==> config.mk <==
export PLATFORM = sky130hd
export DESIGN_NAME = controle_ula
export DESIGN_NICKNAME = d
export VERILOG_FILES = /design/src/rtl/controle_ula.sv
export SDC_FILE = /design/constraint.sdc
export NUM_CORES = 1
export LEC_CHECK = 0
export CORE_AREA = 2 2 158 145
export DETAILED_ROUTE_END_ITERATION = 16
export DIE_AREA = 0 0 160 147
export PLACE_DENSITY = 0.63
export SLEW_MARGIN = 15
export SYNTH_ARGS = -nofsm -noshare
export SYNTH_HDL_FRONTEND = slang
export SYNTH_SLANG_ARGS = --single-unit
==> constraint.sdc <==
create_clock -name clock -period 3.75 [get_ports clock]
set_clock_uncertainty 0.1 [all_clocks]
set_input_delay 0.75 -clock clock [delete_from_list [all_inputs] [get_ports clock]]
set_output_delay 0.75 -clock clock [all_outputs]
set_load 0.02 [all_outputs]
==> src/rtl/controle_ula.sv <==
// ALU control sequencer: accepts one MIPS instruction, decodes it, drives the
// external ALU for ESPERA_ULA cycles, then holds the response until it is accepted.
module controle_ula #(
  parameter int unsigned ESPERA_ULA = 1
) (
  input  logic        clock,
  input  logic        reset,
  input  logic        instr_valido,
  output logic        instr_pronto,
  input  logic [5:0]  opcode,
  input  logic [5:0]  funct,
  input  logic [31:0] regA,
  input  logic [31:0] regB,
  input  logic [15:0] imediato,
  output logic [31:0] ulaEntrada1,
  output logic [31:0] ulaEntrada2,
  output logic [3:0]  ulaControle,
  input  logic [31:0] ulaSaida,
  input  logic        ulaZero,
  output logic [31:0] resultado,
  output logic        desvio,
  output logic        erro,
  output logic        resultado_valido,
  input  logic        resultado_aceito
);

  typedef enum logic [1:0] {
    OCIOSO,
    DECODIFICA,
    EXECUTA,
    RESPONDE
  } estado_e;

  localparam logic [3:0] ULA_AND = 4'b0000;
  localparam logic [3:0] ULA_OR  = 4'b0001;
  localparam logic [3:0] ULA_ADD = 4'b0010;
  localparam logic [3:0] ULA_SUB = 4'b0011;
  localparam logic [3:0] ULA_SLT = 4'b0100;
  localparam logic [3:0] ULA_NOR = 4'b0101;

  localparam logic [5:0] OP_RTYPE = 6'b000000;
  localparam logic [5:0] OP_ADDI  = 6'b001000;
  localparam logic [5:0] OP_SLTI  = 6'b001010;
  localparam logic [5:0] OP_ANDI  = 6'b001100;
  localparam logic [5:0] OP_ORI   = 6'b001101;
  localparam logic [5:0] OP_LW    = 6'b100011;
  localparam logic [5:0] OP_SW    = 6'b101011;
  localparam logic [5:0] OP_BEQ   = 6'b000100;
  localparam logic [5:0] OP_BNE   = 6'b000101;

  localparam logic [5:0] FN_ADD = 6'b100000;
  localparam logic [5:0] FN_SUB = 6'b100010;
  localparam logic [5:0] FN_AND = 6'b100100;
  localparam logic [5:0] FN_OR  = 6'b100101;
  localparam logic [5:0] FN_SLT = 6'b101010;
  localparam logic [5:0] FN_NOR = 6'b100111;

  estado_e     estado_q, estado_d;
  logic [5:0]  opcode_q, opcode_d;
  logic [5:0]  funct_q, funct_d;
  logic [31:0] reg_a_q, reg_a_d;
  logic [31:0] reg_b_q, reg_b_d;
  logic [15:0] imediato_q, imediato_d;
  logic [3:0]  ula_controle_q, ula_controle_d;
  logic [31:0] ula_entrada1_q, ula_entrada1_d;
  logic [31:0] ula_entrada2_q, ula_entrada2_d;
  logic [3:0]  contador_q, contador_d;
  logic [31:0] resultado_q, resultado_d;
  logic        desvio_q, desvio_d;
  logic        erro_q, erro_d;

  logic        dec_legal;
  logic [3:0]  dec_controle;
  logic [31:0] dec_operando2;
  logic [31:0] imm_sext;
  logic [31:0] imm_zext;

  assign imm_sext = {{16{imediato_q[15]}}, imediato_q};
  assign imm_zext = {16'h0000, imediato_q};

  // Decode works on the captured fields, so the input bus may change after the handshake.
  always_comb begin
    dec_legal     = 1'b1;
    dec_controle  = ULA_ADD;
    dec_operando2 = reg_b_q;
    unique case (opcode_q)
      OP_RTYPE: begin
        unique case (funct_q)
          FN_ADD:  dec_controle = ULA_ADD;
          FN_SUB:  dec_controle = ULA_SUB;
          FN_AND:  dec_controle = ULA_AND;
          FN_OR:   dec_controle = ULA_OR;
          FN_SLT:  dec_controle = ULA_SLT;
          FN_NOR:  dec_controle = ULA_NOR;
          default: dec_legal    = 1'b0;
        endcase
      end
      OP_ADDI: begin
        dec_controle  = ULA_ADD;
        dec_operando2 = imm_sext;
      end
      OP_SLTI: begin
        dec_controle  = ULA_SLT;
        dec_operando2 = imm_sext;
      end
      OP_ANDI: begin
        dec_controle  = ULA_AND;
        dec_operando2 = imm_zext;
      end
      OP_ORI: begin
        dec_controle  = ULA_OR;
        dec_operando2 = imm_zext;
      end
      OP_LW, OP_SW: begin
        dec_controle  = ULA_ADD;
        dec_operando2 = imm_sext;
      end
      OP_BEQ, OP_BNE: begin
        dec_controle  = ULA_SUB;
        dec_operando2 = reg_b_q;
      end
      default: dec_legal = 1'b0;
    endcase
  end

  always_comb begin
    estado_d       = estado_q;
    opcode_d       = opcode_q;
    funct_d        = funct_q;
    reg_a_d        = reg_a_q;
    reg_b_d        = reg_b_q;
    imediato_d     = imediato_q;
    ula_controle_d = ula_controle_q;
    ula_entrada1_d = ula_entrada1_q;
    ula_entrada2_d = ula_entrada2_q;
    contador_d     = contador_q;
    resultado_d    = resultado_q;
    desvio_d       = desvio_q;
    erro_d         = erro_q;

    unique case (estado_q)
      OCIOSO: begin
        if (instr_valido) begin
          opcode_d   = opcode;
          funct_d    = funct;
          reg_a_d    = regA;
          reg_b_d    = regB;
          imediato_d = imediato;
          estado_d   = DECODIFICA;
        end
      end
      DECODIFICA: begin
        if (dec_legal) begin
          ula_controle_d = dec_controle;
          ula_entrada1_d = reg_a_q;
          ula_entrada2_d = dec_operando2;
          contador_d     = 4'(ESPERA_ULA);
          estado_d       = EXECUTA;
        end else begin
          resultado_d = '0;
          desvio_d    = 1'b0;
          erro_d      = 1'b1;
          estado_d    = RESPONDE;
        end
      end
      EXECUTA: begin
        contador_d = contador_q - 4'd1;
        // <= guards against a zero count ever stalling the FSM.
        if (contador_q <= 4'd1) begin
          contador_d  = '0;
          resultado_d = ulaSaida;
          erro_d      = 1'b0;
          desvio_d    = (opcode_q == OP_BEQ) ? ulaZero  :
                        (opcode_q == OP_BNE) ? !ulaZero : 1'b0;
          estado_d    = RESPONDE;
        end
      end
      RESPONDE: begin
        if (resultado_aceito) estado_d = OCIOSO;
      end
      default: estado_d = OCIOSO;
    endcase
  end

  always_ff @(posedge clock) begin
    if (reset) begin
      estado_q       <= OCIOSO;
      opcode_q       <= '0;
      funct_q        <= '0;
      reg_a_q        <= '0;
      reg_b_q        <= '0;
      imediato_q     <= '0;
      ula_controle_q <= '0;
      ula_entrada1_q <= '0;
      ula_entrada2_q <= '0;
      contador_q     <= '0;
      resultado_q    <= '0;
      desvio_q       <= 1'b0;
      erro_q         <= 1'b0;
    end else begin
      estado_q       <= estado_d;
      opcode_q       <= opcode_d;
      funct_q        <= funct_d;
      reg_a_q        <= reg_a_d;
      reg_b_q        <= reg_b_d;
      imediato_q     <= imediato_d;
      ula_controle_q <= ula_controle_d;
      ula_entrada1_q <= ula_entrada1_d;
      ula_entrada2_q <= ula_entrada2_d;
      contador_q     <= contador_d;
      resultado_q    <= resultado_d;
      desvio_q       <= desvio_d;
      erro_q         <= erro_d;
    end
  end

  assign instr_pronto     = (estado_q == OCIOSO);
  assign resultado_valido = (estado_q == RESPONDE);
  assign ulaControle      = ula_controle_q;
  assign ulaEntrada1      = ula_entrada1_q;
  assign ulaEntrada2      = ula_entrada2_q;
  assign resultado        = resultado_q;
  assign desvio           = desvio_q;
  assign erro             = erro_q;

endmodule

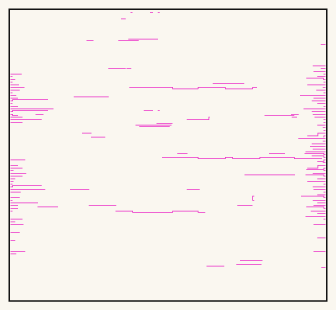
**Above:** M3 wires.
The layer carries 1080 microns of wire. The longest straight run is 25.3 microns. 126 nets have wire on it. The layer holds 5.1% of the routed length.

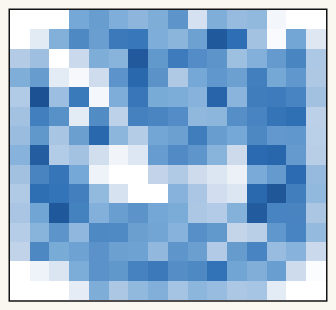
**Above:** placement density heat map.
The die is cut into 16 by 15 equal tiles; white is low, dark blue is high, 0 to 100% covered.
6.2% of the tiles are over 75% full. 7.1% of the tiles are nearly empty. The fullest tile reaches 86%.

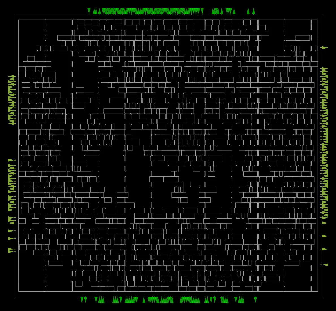
**Above:** placement view.
Seq/total area: 0.365
Core Box Area: 22000 sq um
Finished Core Util: 0.496
# Taps: 297

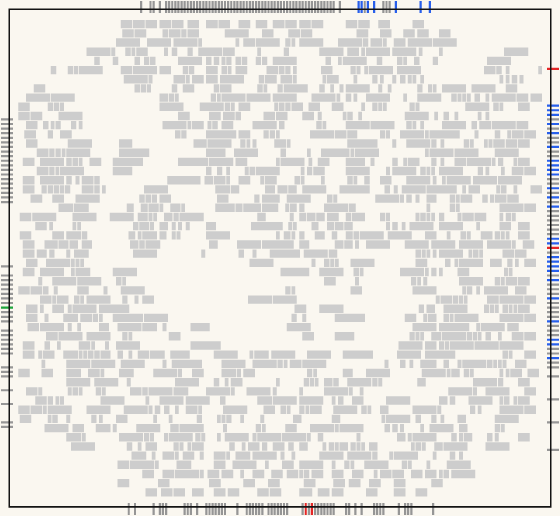
**Above:** pin map.
Pins as bars across the die edge, other pins in gray.
Key: blue = `ulaEntrada1` [pins 32, direction output, edge 25 east, 7 north]; green = `instr_valido` [pins 1, direction input, edge west]; red = `ulaControle` [pins 4, direction output, edge 2 south, 2 east]
All pins by edge: 71 north, 63 east, 55 south, 44 west.

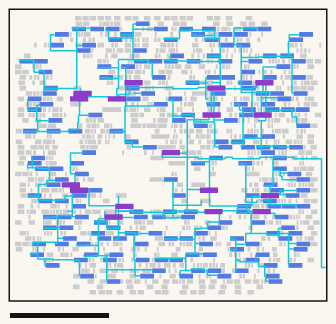
**Above:** routed clock nets over the placement.
Scale bar: 50 microns.
Key: purple = clock-net drivers [count 17]; cyan = clock wires [length 2380 microns]; blue = flip-flops [count 199]
There are 18 routed clock nets.

==> CHANGELOG.md <==
### Metrics

- Outcome: complete, no violations
- # port buffers: 231
- Initial antenna violation count: 0
- Share of cells above drive strength 1: 0.0675
- Synth Flop Type: dfxtp_1
- Adder Area Share: 0.00970
- Mean post-synth cell area: 8.24 sq um
- Startpoint Class: flop
- Worst r2r path cells: 8
- P_comb: 2.17 mW
- Internal power: 4.18 mW
- # placed instances: 1406
- Post-synth ARST share: 0
- CP max FO: 33
- Relative slew margins: 0.347
- CP top delay family: AND-OR/OR-AND gates
- Clk. pwr: 1.85 mW
- CTS Buf Count: 17
- Critical path's slowest cell: ha_1
- Logic share of the area: 0.315
- Worst reg2reg endpoint: resultado[10]
- Min Hold Slack: 0.344 ns
- Layout Nets: 1263
- FF/Latch Area: 3980 sq um
- Top cell by count, worst path: inv_1
- DP Area: 10300 sq um
- Crit. Startpoint: estado_q[0]
- Area leader, netlist: dfxtp_1
- Gr usage total: 0.176
- Met2 Resource Use GR: 0.282
- Ports: 233
Power is estimated from default activity; no workload was simulated.
